### Nets reached from selected ports

(10 px per µm)
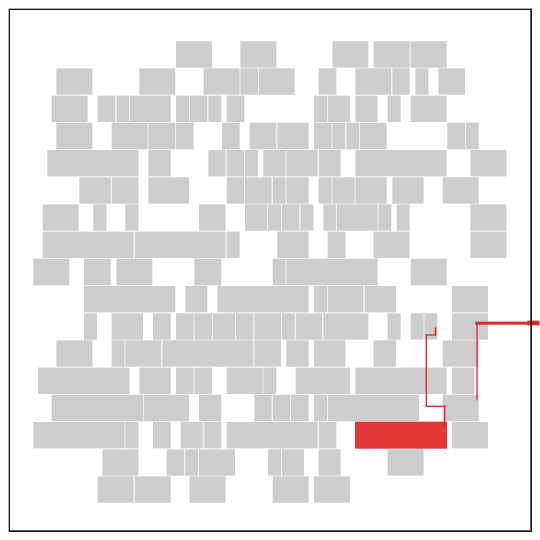
### Signal wires by layer

(8 px per µm) Two of the layers only.
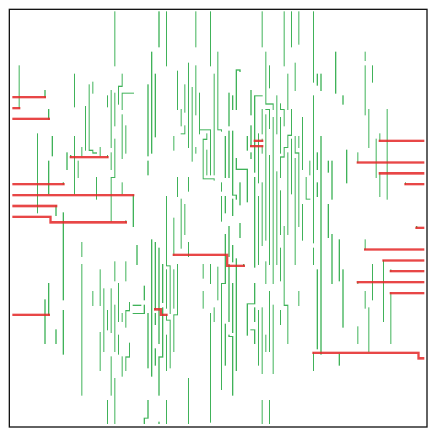
### Placement view

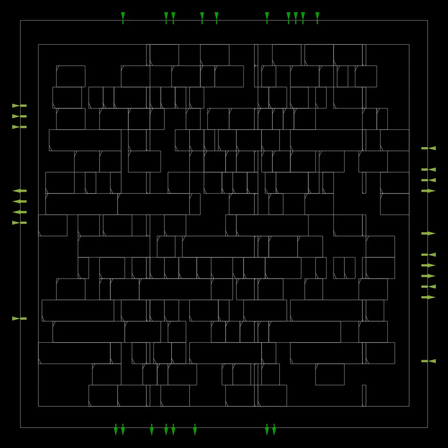
==> src/rtl/opcode_encoder.sv <==
// One-hot to binary opcode encoder with a single-entry output register,
// zero/multi-hot error flags and a saturating, clearable error counter.
module opcode_encoder #(
  parameter int CNT_W = 8
) (
  input  logic             clk,
  input  logic             rst_n,
  input  logic             in_valid,
  input  logic [15:0]      hotselect,
  output logic             in_ready,
  output logic             out_valid,
  input  logic             out_ready,
  output logic [3:0]       opCode,
  output logic             err_zero,
  output logic             err_multi,
  input  logic             clr_err,
  output logic [CNT_W-1:0] err_count
);

  // Handshake: a word moves on a rising edge when valid && ready are both 1.
  // valid never waits on ready; once out_valid is up, opCode/flags stay frozen
  // until out_ready is seen. in_ready is the only combinational output.
  localparam logic [CNT_W-1:0] CNT_MAX = '1;

  logic             out_valid_q, out_valid_d;
  logic [3:0]       opcode_q, opcode_d;
  logic             err_zero_q, err_zero_d;
  logic             err_multi_q, err_multi_d;
  logic [CNT_W-1:0] err_count_q, err_count_d;

  logic       accept;
  logic [3:0] low_idx;
  logic       is_zero;
  logic       is_multi;

  assign in_ready = !out_valid_q || out_ready;
  assign accept   = in_valid && in_ready;

  // Descending scan so the lowest set bit is the last one written.
  always_comb begin
    low_idx = 4'd0;
    for (int i = 15; i >= 0; i--) begin
      if (hotselect[i]) low_idx = 4'(i);
    end
  end

  assign is_zero  = (hotselect == 16'h0000);
  assign is_multi = |(hotselect & (hotselect - 16'd1));

  always_comb begin
    out_valid_d = out_valid_q;
    opcode_d    = opcode_q;
    err_zero_d  = err_zero_q;
    err_multi_d = err_multi_q;
    err_count_d = err_count_q;

    if (accept) begin
      out_valid_d = 1'b1;
      opcode_d    = low_idx;
      err_zero_d  = is_zero;
      err_multi_d = is_multi;
    end else if (out_ready) begin
      out_valid_d = 1'b0;
    end

    // Clear has priority over a coincident error accept.
    if (clr_err) begin
      err_count_d = '0;
    end else if (accept && (is_zero || is_multi) && (err_count_q != CNT_MAX)) begin
      err_count_d = err_count_q + 1'b1;
    end
  end

  always_ff @(posedge clk or negedge rst_n) begin
    if (!rst_n) begin
      out_valid_q <= 1'b0;
      opcode_q    <= 4'd0;
      err_zero_q  <= 1'b0;
      err_multi_q <= 1'b0;
      err_count_q <= '0;
    end else begin
      out_valid_q <= out_valid_d;
      opcode_q    <= opcode_d;
      err_zero_q  <= err_zero_d;
      err_multi_q <= err_multi_d;
      err_count_q <= err_count_d;
    end
  end

  assign out_valid = out_valid_q;
  assign opCode    = opcode_q;
  assign err_zero  = err_zero_q;
  assign err_multi = err_multi_q;
  assign err_count = err_count_q;

endmodule

==> config.mk <==
export PLATFORM = sky130hd
export DESIGN_NAME = opcode_encoder
export DESIGN_NICKNAME = d
export VERILOG_FILES = /design/src/rtl/opcode_encoder.sv
export SDC_FILE = /design/constraint.sdc
export NUM_CORES = 1
export LEC_CHECK = 0
export CAP_MARGIN = 20
export CORE_MARGIN = 2
export CORE_UTILIZATION = 45
export DETAILED_ROUTE_END_ITERATION = 6
export PLACE_DENSITY_LB_ADDON = 0.2
export SLEW_MARGIN = 20
export SYNTH_ARGS = -nofsm -noshare
export SYNTH_HDL_FRONTEND = slang
export SYNTH_SLANG_ARGS = --single-unit
==> constraint.sdc <==
create_clock -name clk -period 4.8 [get_ports clk]
set_input_delay 0.96 -clock clk [delete_from_list [all_inputs] [get_ports clk]]
set_output_delay 0.96 -clock clk [all_outputs]
set_load 0.01 [all_outputs]
==> flow_metrics.tcl <==
# collected from the flow reports
set metrics [dict create \
    drt-wirelength-per-cell_um 13.2 \
    diodes 0 \
    p_sw_mw 0.0801 \
    place_inst 185 \
    power_leakage_nw 0.556 \
    yosys_most_used_dff "dfrtp_1" \
    numClockSinks 15 \
    cp-end-kind "register" \
    slew_violations 0 \
    clk_pin_slew_ns 0.10 \
    fin_tns_setup_ns 0 \
    fillers 187 \
    hp-class "register to register" \
    fin_crit_sh_pct 71.9 \
    hold_violations 0 \
    ys_sh_simple_pct 29.4 \
    cts_hold_buf 0 \
    ys_async_sr_fraction_pct 100 \
    mux_area_share_pct 3.49 \
    cp_slowest_cell "or4_4" \
    syn_nets 148 \
    outcome "finished, final reports clean" \
    area_delta_synth_final_pct 38.0 \
    syn_inst 126 \
    worstPathArrival_ns 3.63 \
    power.internal_mw 0.200 \
    adder_share_pct 3.13 \
    drive_gt1_share_pct 6.21 \
    worstMarginPinSlew_ns 0.668 \
    slew_headroom_pct 55.3 \
    cts-buffers-inserted 3 \
    vias_per_cell 5.73 \
    cts_setup_buffers 0 \
    p_seq_share_pct 48.4 \
    p_sw_share_pct 28.5 \
    clock_latency_ns 0.29 \
    synth-compound-area-share_pct 21.7 \
    drtIter0Drc 32 \
    ir_worst_vdd_v 0.000230 \
    ant_nets 0 \
    dpl.hpwl_um 1950 \
    critical_path.cell_chain "clkdlybuf4s50_1 > or4_4 > nor4_1 > a41o_1 > nand4_2 > o21ai_2 > nor2_2 > mux2_4" \
    cp.required_ns 4.98 \
    ys_area_mm2 0.00104 \
    logic_family "simple AND/OR/NAND/NOR gates" \
    grt_max_degree 16 \
    warnings 26 \
    ys_seq_share_pct 36.1 \
    overflow 0 \
    drv_cap 0 \
    gp_congestion 1.02 \
    cts_buffer_depth 2 \
    worst_path_largest_cell_delay_ns 0.60 \
    ctsResizeCount 0 \
    rsz0062_at_grt "false" \
    crit_buf_inv 1 \
    drc 0 \
    grt_pass1_wl_um 3950 \
    die_w_um 52.0 \
    fin_skew_ns 0.0142 \
    avgSynthCellArea_um2 8.24 \
    setup_violations 0 \
    netlist_area_mm2 0.00104 \
    power_frac_comb_pct 25.7 \
    antenna_found_initial 0 \
    power_density_mw_per_mm2 196 \
    yosysWarnings 0 \
    crit_fanout 13 \
    period_needed_ns 3.45 \
    edf_count 0 \
    fp_util_pct 47.4 \
    start_kind "input port" \
    grt_pass1_vias 948 \
    die_y_um 52.0 \
]
-- 'Nets reached from selected ports' (at the start) --
- red: `err_multi` (bits 1; direction output; end cells 1; buffers 1; wire 25.2 µm)
I/O pin total: 37
Buffers on Ports: 36

-- 'Signal wires by layer' (at the start) --
- red: M3 (wire length 138 µm)
- green: M2 (wire length 1160 µm)
overall routed net length: 2500 µm
gr usage total: 19.0%
routed via count: 1083

-- 'Placement view' (at the start) --
fin cells: 189
Well Taps: 28

path summary, 6_finish.rpt:
| kind | start | endpoint | slack (ns) | cells past startpoint |
|---|---|---|---|---|
| setup / recovery | hotselect[3] | err_count[2] | 1.35 | 8 |
| max in group asynchronous | rst_n | err_count[0] | 3.29 | 1 |
| min in group asynchronous | rst_n | err_count[6] | 1.07 | 1 |
| hold / removal | opCode[1] | opCode[1] | 0.49 | 2 |
| setup reg to reg | out_valid | err_count[7] | 2.92 | 6 |
| hold reg to reg | opCode[1] | opCode[1] | 0.49 | 2 |
per-layer routing:
metal	GRT usage [%]	up-vias	part of all wire (%)
met4	3.07	0	0
li1	-	548	-
met2	31.2	29	46
met3	5.17	0	5.5
met1	25.3	506	48
met5	0	-	0
sequential cells by signal, summed over array words and instances (netlist names):
| name | cells |
|---|---|
| err_count | 8 |
| opCode | 4 |
| err_multi | 1 |
| err_zero | 1 |
| out_valid | 1 |
worst min-delay path: cells and delay by family, from the launching register on:
kind / cells / cell delay [ns]
compound gates: 1 / 0.05
simple gates: 1 / 0.05
flops: 1 / 0.35
power by group through the flow:
stage                     Sequential, mW  Combinational (mW)  Clock (mW)
final                              0.136              0.0722      0.0724
after global routing               0.137              0.0791      0.0821
after CTS                          0.136              0.0726      0.0739
after detailed placement           0.138              0.0721           0
after global placement             0.138              0.0707           0
after floorplan                    0.141              0.0282           0
layout by cell type, fill, tap and decap left out, types with 5 or more instances in the layout:
master	instances
or3_1	5
o21ai_0	5
clkdlybuf4s50_1	36
o31ai_1	5
a21oi_1	13
dfrtp_1	15
nand2_1	12
inv_1	5
nor2_1	15
nand3_1	6
area by class of cell:
type / count / area (µm²) / area share [%]
well taps: 28 / 35.0 / 2.45
clock buffers: 4 / 26.3 / 1.83
inverters: 5 / 18.8 / 1.31
flip-flops and latches: 15 / 375 / 26.2
multi-input cells: 101 / 617 / 43.1
repair buffers: 36 / 360 / 25.2
cell usage after synthesis (2+ instances only):
cell type  number  area [µm²]
dfrtp_1        15         375
maj3_1          2        20.0
o31ai_1         5        37.5
nand2_1        12        45.0
nand3_1         6        30.0
a21oi_1        13        65.1
inv_1           5        18.8
o21ai_0         5        25.0
o41ai_1         3        26.3
and3_1          2        12.5
nor4_1          4        25.0
clkbuf_1        2        7.51
or4_1           2        15.0
nand2b_1        2        12.5
nor2_1         15        56.3
xor2_1          2        17.5
nor3_1          4        20.0
or3_1           5        31.3
stage by stage:
step,setup slack [ns],area [µm²],power [mW],util (%),hold slack [ns]
final,1.35,1430,0.280,65.4,0.488
after global routing,1.28,1430,0.298,65.4,0.519
after CTS,1.39,1430,0.282,65.4,0.495
after detailed placement,1.10,1410,0.210,64.2,0.470
after global placement,1.23,1410,0.209,64.2,0.449
after floorplan,1.94,1040,0.169,-,0.507
cells by family (layout without fill, tap and decap cells):
family | count (synthesis) | after routing
AND/OR/NAND/NOR | 59 | 59
AND-OR/OR-AND | 34 | 34
flip-flops | 15 | 15
buffers and inverters | 10 | 45
adder cells (fa/ha/maj) | 3 | 3
multiplexers | 3 | 3
XOR/XNOR | 2 | 2
Power is estimated from default activity; no workload was simulated.
